**M3 wires**

Drawn at 4 px/um.
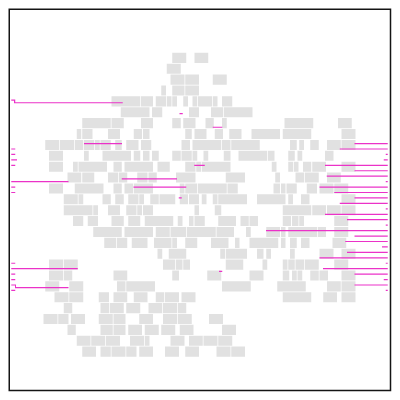
**Cell classes on the final placement**

Drawn at 6 px/um.
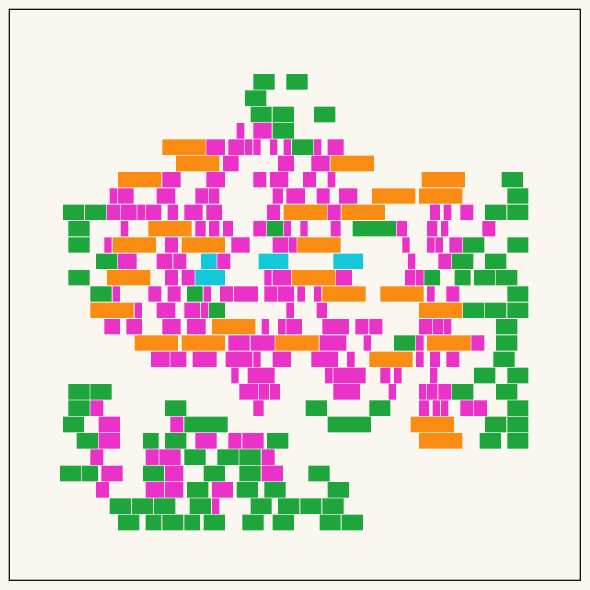
**Pin map**

Drawn at 4 px/um. Pins as bars across the die edge, other pins in gray.
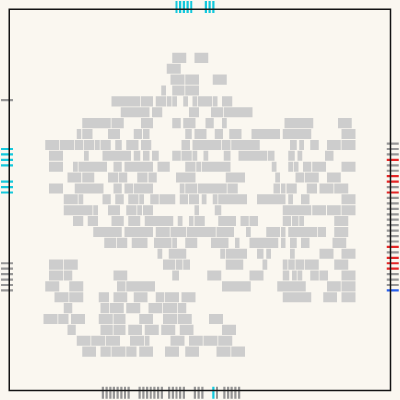
**Zoomed window**

Window x 45 to 95, y 45 to 95 um. Cells in gray, sequential cells in the stronger gray; small squares are vias.
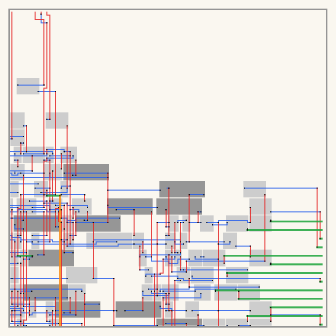
File: src/rtl/lfsr_ctrl_if.sv
// Valid/ready word stream carrying LFSR output words from lfsr_ctrl to its consumer.
interface lfsr_ctrl_if #(
   parameter int WIDTH = 8
);
   logic             out_valid;
   logic             out_ready;
   logic [WIDTH-1:0] out_data;

   modport master (output out_valid, output out_data, input out_ready);
   modport slave  (input out_valid, input out_data, output out_ready);
endinterface

File: src/rtl/lfsr_ctrl.sv
// Sequencer for an external chain of single-bit LFSR nodes: seeds the chain, then
// steps it once per accepted output word and stops after a programmed word count.
//
// state  | meaning
// IDLE   | nodes cleared (ld=en=0); waits for start
// LOAD   | one cycle, nodes load seed_r
// RUN    | nodes enabled, out_valid high; steps on out_ready, otherwise recirculates
// DONE   | one-cycle done pulse, nodes cleared
module lfsr_ctrl #(
   parameter int               WIDTH        = 8,
   parameter logic [WIDTH-1:0] TAPS         = WIDTH'('hB8),
   parameter logic [WIDTH-1:0] DEFAULT_SEED = {{(WIDTH-1){1'b0}}, 1'b1}
) (
   input  logic             clk,
   input  logic             reset,
   input  logic             start,
   input  logic [WIDTH-1:0] seed_in,
   input  logic [15:0]      num_words,
   lfsr_ctrl_if.master      stream,
   output logic             busy,
   output logic             done,
   output logic             seed_fixed,
   output logic [WIDTH-1:0] node_ld,
   output logic [WIDTH-1:0] node_en,
   output logic [WIDTH-1:0] node_seed,
   output logic [WIDTH-1:0] node_d,
   input  logic [WIDTH-1:0] node_q
);

   typedef enum logic [1:0] {
      S_IDLE = 2'd0,
      S_LOAD = 2'd1,
      S_RUN  = 2'd2,
      S_DONE = 2'd3
   } state_t;

   state_t           state;
   state_t           state_nxt;
   logic [15:0]      cnt;
   logic [WIDTH-1:0] seed_r;
   logic             ld_all;
   logic             en_all;
   logic             accept;
   logic             fb;
   logic [WIDTH-1:0] nxt;

   assign fb  = ^(node_q & TAPS);
   assign nxt = {node_q[WIDTH-2:0], fb};

   assign node_ld         = {WIDTH{ld_all}};
   assign node_en         = {WIDTH{en_all}};
   assign stream.out_data = node_q;

   always_ff @(posedge clk) begin
      if (reset) begin
         state <= S_IDLE;
      end else begin
         state <= state_nxt;
      end
   end

   always_ff @(posedge clk) begin
      if (reset) begin
         cnt        <= 16'd0;
         seed_r     <= '0;
         seed_fixed <= 1'b0;
      end else if (state == S_IDLE && start) begin
         cnt        <= num_words;
         seed_r     <= (seed_in == '0) ? DEFAULT_SEED : seed_in;
         seed_fixed <= (seed_in == '0);
      end else if (accept) begin
         cnt <= cnt - 16'd1;
      end
   end

   // The nodes clear whenever ld and en are both low, so RUN keeps en high and
   // stalls by feeding node_q straight back.
   always_comb begin
      state_nxt        = state;
      ld_all           = 1'b0;
      en_all           = 1'b0;
      accept           = 1'b0;
      busy             = 1'b0;
      done             = 1'b0;
      stream.out_valid = 1'b0;
      node_seed        = '0;
      node_d           = '0;
      case (state)
         S_IDLE: begin
            if (start) begin
               state_nxt = (num_words == 16'd0) ? S_DONE : S_LOAD;
            end
         end
         S_LOAD: begin
            ld_all    = 1'b1;
            busy      = 1'b1;
            node_seed = seed_r;
            state_nxt = S_RUN;
         end
         S_RUN: begin
            en_all           = 1'b1;
            busy             = 1'b1;
            stream.out_valid = 1'b1;
            if (stream.out_ready) begin
               node_d = nxt;
               accept = 1'b1;
               if (cnt == 16'd1) begin
                  state_nxt = S_DONE;
               end
            end else begin
               node_d = node_q;
            end
         end
         S_DONE: begin
            done      = 1'b1;
            state_nxt = S_IDLE;
         end
         default: state_nxt = S_IDLE;
      endcase
   end

endmodule

File: src/flat_wrapper.sv
// flat-port wrapper written by rule: the top's interface ports become plain ports
module lfsr_ctrl_flat 
#(
   parameter int               WIDTH        = 8,
   parameter logic [WIDTH-1:0] TAPS         = WIDTH'('hB8),
   parameter logic [WIDTH-1:0] DEFAULT_SEED = {{(WIDTH-1){1'b0}}, 1'b1}
)
  (clk, reset, start, seed_in, num_words, busy, done, seed_fixed, node_ld, node_en, node_seed, node_d, node_q, stream_out_valid, stream_out_data, stream_out_ready);
  lfsr_ctrl_if #(.WIDTH(WIDTH)) stream_i ();
  input  logic clk;
  input  logic reset;
  input  logic start;
  input  logic [WIDTH-1:0] seed_in;
  input  logic [15:0] num_words;
  output logic busy;
  output logic done;
  output logic seed_fixed;
  output logic [WIDTH-1:0] node_ld;
  output logic [WIDTH-1:0] node_en;
  output logic [WIDTH-1:0] node_seed;
  output logic [WIDTH-1:0] node_d;
  input  logic [WIDTH-1:0] node_q;
  output wire logic [$bits(stream_i.out_valid)-1:0] stream_out_valid;
  output wire logic [$bits(stream_i.out_data)-1:0] stream_out_data;
  input wire logic [$bits(stream_i.out_ready)-1:0] stream_out_ready;
  assign stream_out_valid = stream_i.out_valid;
  assign stream_out_data = stream_i.out_data;
  assign stream_i.out_ready = stream_out_ready;
  lfsr_ctrl #(.WIDTH(WIDTH), .TAPS(TAPS), .DEFAULT_SEED(DEFAULT_SEED)) u_core (.clk(clk), .reset(reset), .start(start), .seed_in(seed_in), .num_words(num_words), .stream(stream_i), .busy(busy), .done(done), .seed_fixed(seed_fixed), .node_ld(node_ld), .node_en(node_en), .node_seed(node_seed), .node_d(node_d), .node_q(node_q));
endmodule
File: config.mk
export PLATFORM = sky130hd
export DESIGN_NAME = lfsr_ctrl_flat
export DESIGN_NICKNAME = d
export VERILOG_FILES = /design/src/rtl/lfsr_ctrl_if.sv /design/src/rtl/lfsr_ctrl.sv /design/src/flat_wrapper.sv
export SDC_FILE = /design/constraint.sdc
export NUM_CORES = 1
export LEC_CHECK = 0
export CAP_MARGIN = 25
export CELL_PAD_IN_SITES_DETAIL_PLACEMENT = 0
export CELL_PAD_IN_SITES_GLOBAL_PLACEMENT = 1
export CORE_MARGIN = 8
export CORE_UTILIZATION = 29
export DETAILED_ROUTE_END_ITERATION = 8
export GPL_ROUTABILITY_DRIVEN = 0
export PLACE_DENSITY = 0.89
export SLEW_MARGIN = 30
export SYNTH_ARGS = -nofsm -noshare
export SYNTH_HDL_FRONTEND = slang
export SYNTH_SLANG_ARGS = --single-unit
File: constraint.sdc
create_clock -name clk -period 2.6 [get_ports clk]
set_input_delay 0.52 -clock clk [delete_from_list [all_inputs] [get_ports clk]]
set_output_delay 0.52 -clock clk [all_outputs]
set_load 0.005 [all_outputs]
==> Implementation_results.wiki <==
== Flow metrics ==
{| class="wikitable"
! Metric !! Value
|-
| Status || finished clean
|-
| Combinational gate count || 158
|-
| Area share of the largest cell type after synthesis || 29.9%
|-
| Share of flip-flops with an asynchronous set or reset after synthesis || 0%
|-
| Critical Path Source || node_q[7]
|-
| Hold Path Depth || 2
|-
| Vias after detailed routing || 1738
|-
| Power share of the combinational group || 56.2%
|-
| Core box area || 5960 um^2
|-
| Sink Count || 27
|-
| Number of antenna diodes || 0
|-
| Yosys cell count || 225
|-
| Min-Delay Startpoint || u_core.seed_r[2]$_SDFFE_PP0P_
|-
| Net load switching power || 0.000707 W
|-
| Setup slack of the worst register-to-register path || 0.45 ns
|-
| Post-CTS Hold Fix Bufs || 0
|-
| Total internal power || 0.00123 W
|-
| Synthesized area per cell || 8.03 um^2
|-
| Register cell area after layout || 541 um^2
|-
| Initial antenna violation count || 0
|-
| Cell chosen for the clock root || sky130_fd_sc_hd__clkbuf_8
|-
| Number of fill cells || 613
|-
| Capturing element of the worst setup path || node_d[0]
|-
| Area figure in the yosys stat output || 1810 um^2
|-
| Wire length of the first global-routing pass || 8.33 mm
|-
| Power of the sequential group || 0.000611 W
|-
| Warnings from Yosys || 0
|-
| Net count, final || 328
|-
| Logic share of the area || 38.9%
|-
| Number of buffers inserted during clock tree synthesis || 3
|-
| Width of the die || 94.9 um
|-
| RSZ-0062 raised after global routing || no
|-
| Critical Path, Cell by Cell || clkdlybuf4s50_1, xnor2_1, xnor2_1, nand2_1, o211a_1, clkdlybuf4s50_1
|-
| Met3 GRT Util || 3.33%
|-
| Commonest register cell after synthesis || sky130_fd_sc_hd__dfxtp_1
|-
| Top fanout value on the critical path || 2
|-
| Tally of unique sky130hd cells used after synthesis || 40
|-
| Worst-skew pair later-pin latency || 0.27 ns
|-
| Remaining antenna violation count || 0
|-
| Overall power after layout || 0.00194 W
|-
| Routed length per instance || 14.1 um
|-
| Met1 capacity usage during global routing || 13.5%
|-
| Final tally of setup violations || 0
|-
| Cell area after synthesis || 1810 um^2
|-
| Count of inserted tapcells || 75
|-
| Worst ir drop on vdd || 0.324 mV
|-
| Clock tree buffer count of the final layout || 3
|-
| Overall chip area || 9010 um^2
|-
| Top area cell types || sky130_fd_sc_hd__dfxtp_1, sky130_fd_sc_hd__buf_4, sky130_fd_sc_hd__xnor2_1, sky130_fd_sc_hd__ha_1, sky130_fd_sc_hd__nand2_1
|-
| Clock network area share || 1.85%
|-
| Floorplan die height || 94.9 um
|-
| Area Overhead vs Synth || 46.3%
|-
| Worst Path Class, Setup || in2out
|-
| Global-route usage over all layers || 11.1%
|-
| Cell total after placement || 355
|-
| Pre-Place Util || 30.3%
|-
| GR met2 Demand/Resource || 19.0%
|-
| Ratio of total power to cell area || 733 nW/um^2
|-
| Largest buffer count on any clock path || 2
|-
| Fraction of layout instances using a drive strength above 1 || 6.69%
|-
| List of most frequent post-synthesis cells || sky130_fd_sc_hd__dfxtp_1, sky130_fd_sc_hd__buf_4, sky130_fd_sc_hd__nand2_1
|-
| Number of port buffers || 79
|-
| Gate count after technology mapping || 225
|-
| Post-Syn Nets || 268
|-
| Comb power || 0.00109 W
|-
| Critical path launch point type || input pin
|-
| DP Wirelength || 4.08 mm
|-
| Most crowded layer after global routing || met2
|-
| Clock Skews || 0.00938 ns
|-
| Worst R2R Start || u_core.state[0]$_SDFFE_PP0P_
|-
| Routed Wire Length || 5.06 mm
|-
| Sequential cell count || 27
|-
| Clock network fraction of design power || 12.3%
|-
| Cell type taking the most area || combinational gates
|-
| Fa+ha+maj area frac || 4.85%
|-
| Critical Path AT || 1.96 ns
|-
| Total clock network power || 0.000238 W
|-
| Invs w/o clock || 4
|-
| Number of OpenROAD warnings || 31
|-
| Transition at the pin with the smallest max-transition slack || 0.388 ns
|-
| Total stage count of the critical path || 6
|-
| Setup_tns || 0 ns
|-
| Global route total overflow || 0
|-
| Most common logic cells in the final layout || sky130_fd_sc_hd__clkdlybuf4s50_1, sky130_fd_sc_hd__dfxtp_1, sky130_fd_sc_hd__nand2_1, sky130_fd_sc_hd__nor2_1, sky130_fd_sc_hd__xnor2_1
|-
| Commonest Layout Cell || sky130_fd_sc_hd__clkdlybuf4s50_1
|-
| Synth area leader || sky130_fd_sc_hd__dfxtp_1
|-
| Delay of the slowest cell on the worst path || 0.50 ns
|-
| Basic-gate share of the synthesized area counting and, or, nand and nor cells || 27.6%
|-
| Final Max Tran Viols || 0
|-
| Post-cts gate resize count || 0
|-
| Max transition margin || 73.8%
|-
| Max power group || combinational cells
|-
| Count of H-tree levels built during CTS || 1
|-
| Mux share of post-synthesis cell area || 3.88%
|-
| Clock tree from TritonCTS || yes
|-
| Vias per std cell || 4.84
|-
| Number of rows created at floorplan || 28
|-
| Nature of the critical path endpoint || primary output
|-
| Fraction of power spent switching nets || 36.5%
|-
| DRT Pass-1 Iters || 4
|-
| Clk pin slew, worst setup/hold paths || 0.10 ns
|-
| Buf/Inv on CP || 2
|-
| Reg2Reg Depth || 7
|-
| Drt initial violations || 148
|-
| Cell type group with the largest total delay on the critical path || buffers and inverters
|-
| Post-synthesis xor/xnor area fraction || 6.30%
|-
| Largest logic family || simple AND/OR/NAND/NOR gates
|-
| Portion of the clock cycle consumed by the worst path in the final layout || 95.4%
|-
| Endpoint, Worst Hold || u_core.seed_r[2]$_SDFFE_PP0P_
|-
| DRC violation count after routing || 0
|-
| Count of plain and timing-repair buffers || 91
|-
| Non-filler instance count after layout || 359
|-
| Static power due to leakage || 0.946 nW
|-
| # IOs || 80
|-
| Largest net degree at the start of global routing || 31
|-
| Fraction of area in non-clock buffers || 34.7%
|-
| Minimum period implied by the final worst setup slack || 2.48 ns
|-
| Type of the most critical hold path || reg2reg
|-
| Total of flip-flops plus latches after synthesis || 27
|-
| Number of global-route vias before repair || 1747
|-
| Worst Path Required || 2.08 ns
|-
| Capture instance of the worst register-to-register path || u_core.cnt[13]$_SDFFE_PP0P_
|-
| Hold Vio Cnt, Final || 0
|}
-- 'M3 wires' (at the start) --
main direction = horizontal
nets with wire on the layer = 47

-- 'cell classes on the final placement' (at the start) --
remaining logic cells -> magenta  # cells 162
sequential cells -> orange  # cells 27
clock drivers and dummy loads -> cyan  # cells 4
remaining buffers and delay cells -> green  # cells 91

-- 'pin map' (at the start) --
done -> blue  # pins 1, direction output, edge east
num_words -> cyan  # pins 16, direction input, edge 8 north, 7 west, 1 south
seed_in -> red  # pins 8, direction input, edge east

-- 'zoomed window' (at the start) --
M3 -> green
M2 -> red
M1 -> blue
M4 -> orange
cells with their middle in the window = 68
sequential cells in the window = 10
netlist names of flops here include = u_core.cnt (4), u_core.seed_r (4), u_core.state (2)
most frequent = clkdlybuf4s50_1 (16), dfxtp_1 (10), nand2_1 (9)

## layer usage
layer | part of all wire [%] | wire, um
met5 | 0 | 0
met4 | 1.5 | 76
met3 | 7.2 | 365
met2 | 47 | 2370
met1 | 45 | 2260
## metrics by stage
stage / util, % / hold slack, ns / setup slack [ns] / instance area, um^2
3_5_place_dp: 43.5 / 0.442 / 0.110 / 2590
3_3_place_gp: 43.5 / 0.441 / 0.137 / 2590
6_report: 44.4 / 0.454 / 0.119 / 2640
5_1_grt: 44.4 / 0.487 / 0.00457 / 2640
4_1_cts: 44.3 / 0.457 / 0.106 / 2640
2_1_floorplan: - / 0.432 / 0.554 / 1810
## sequential cells by signal, summed over array words and instances (netlist names)
register and count:
u_core.state 2, u_core.seed_r 8, u_core.cnt 16, u_core.seed_fixed 1
Power and IR drop assume default switching activity.
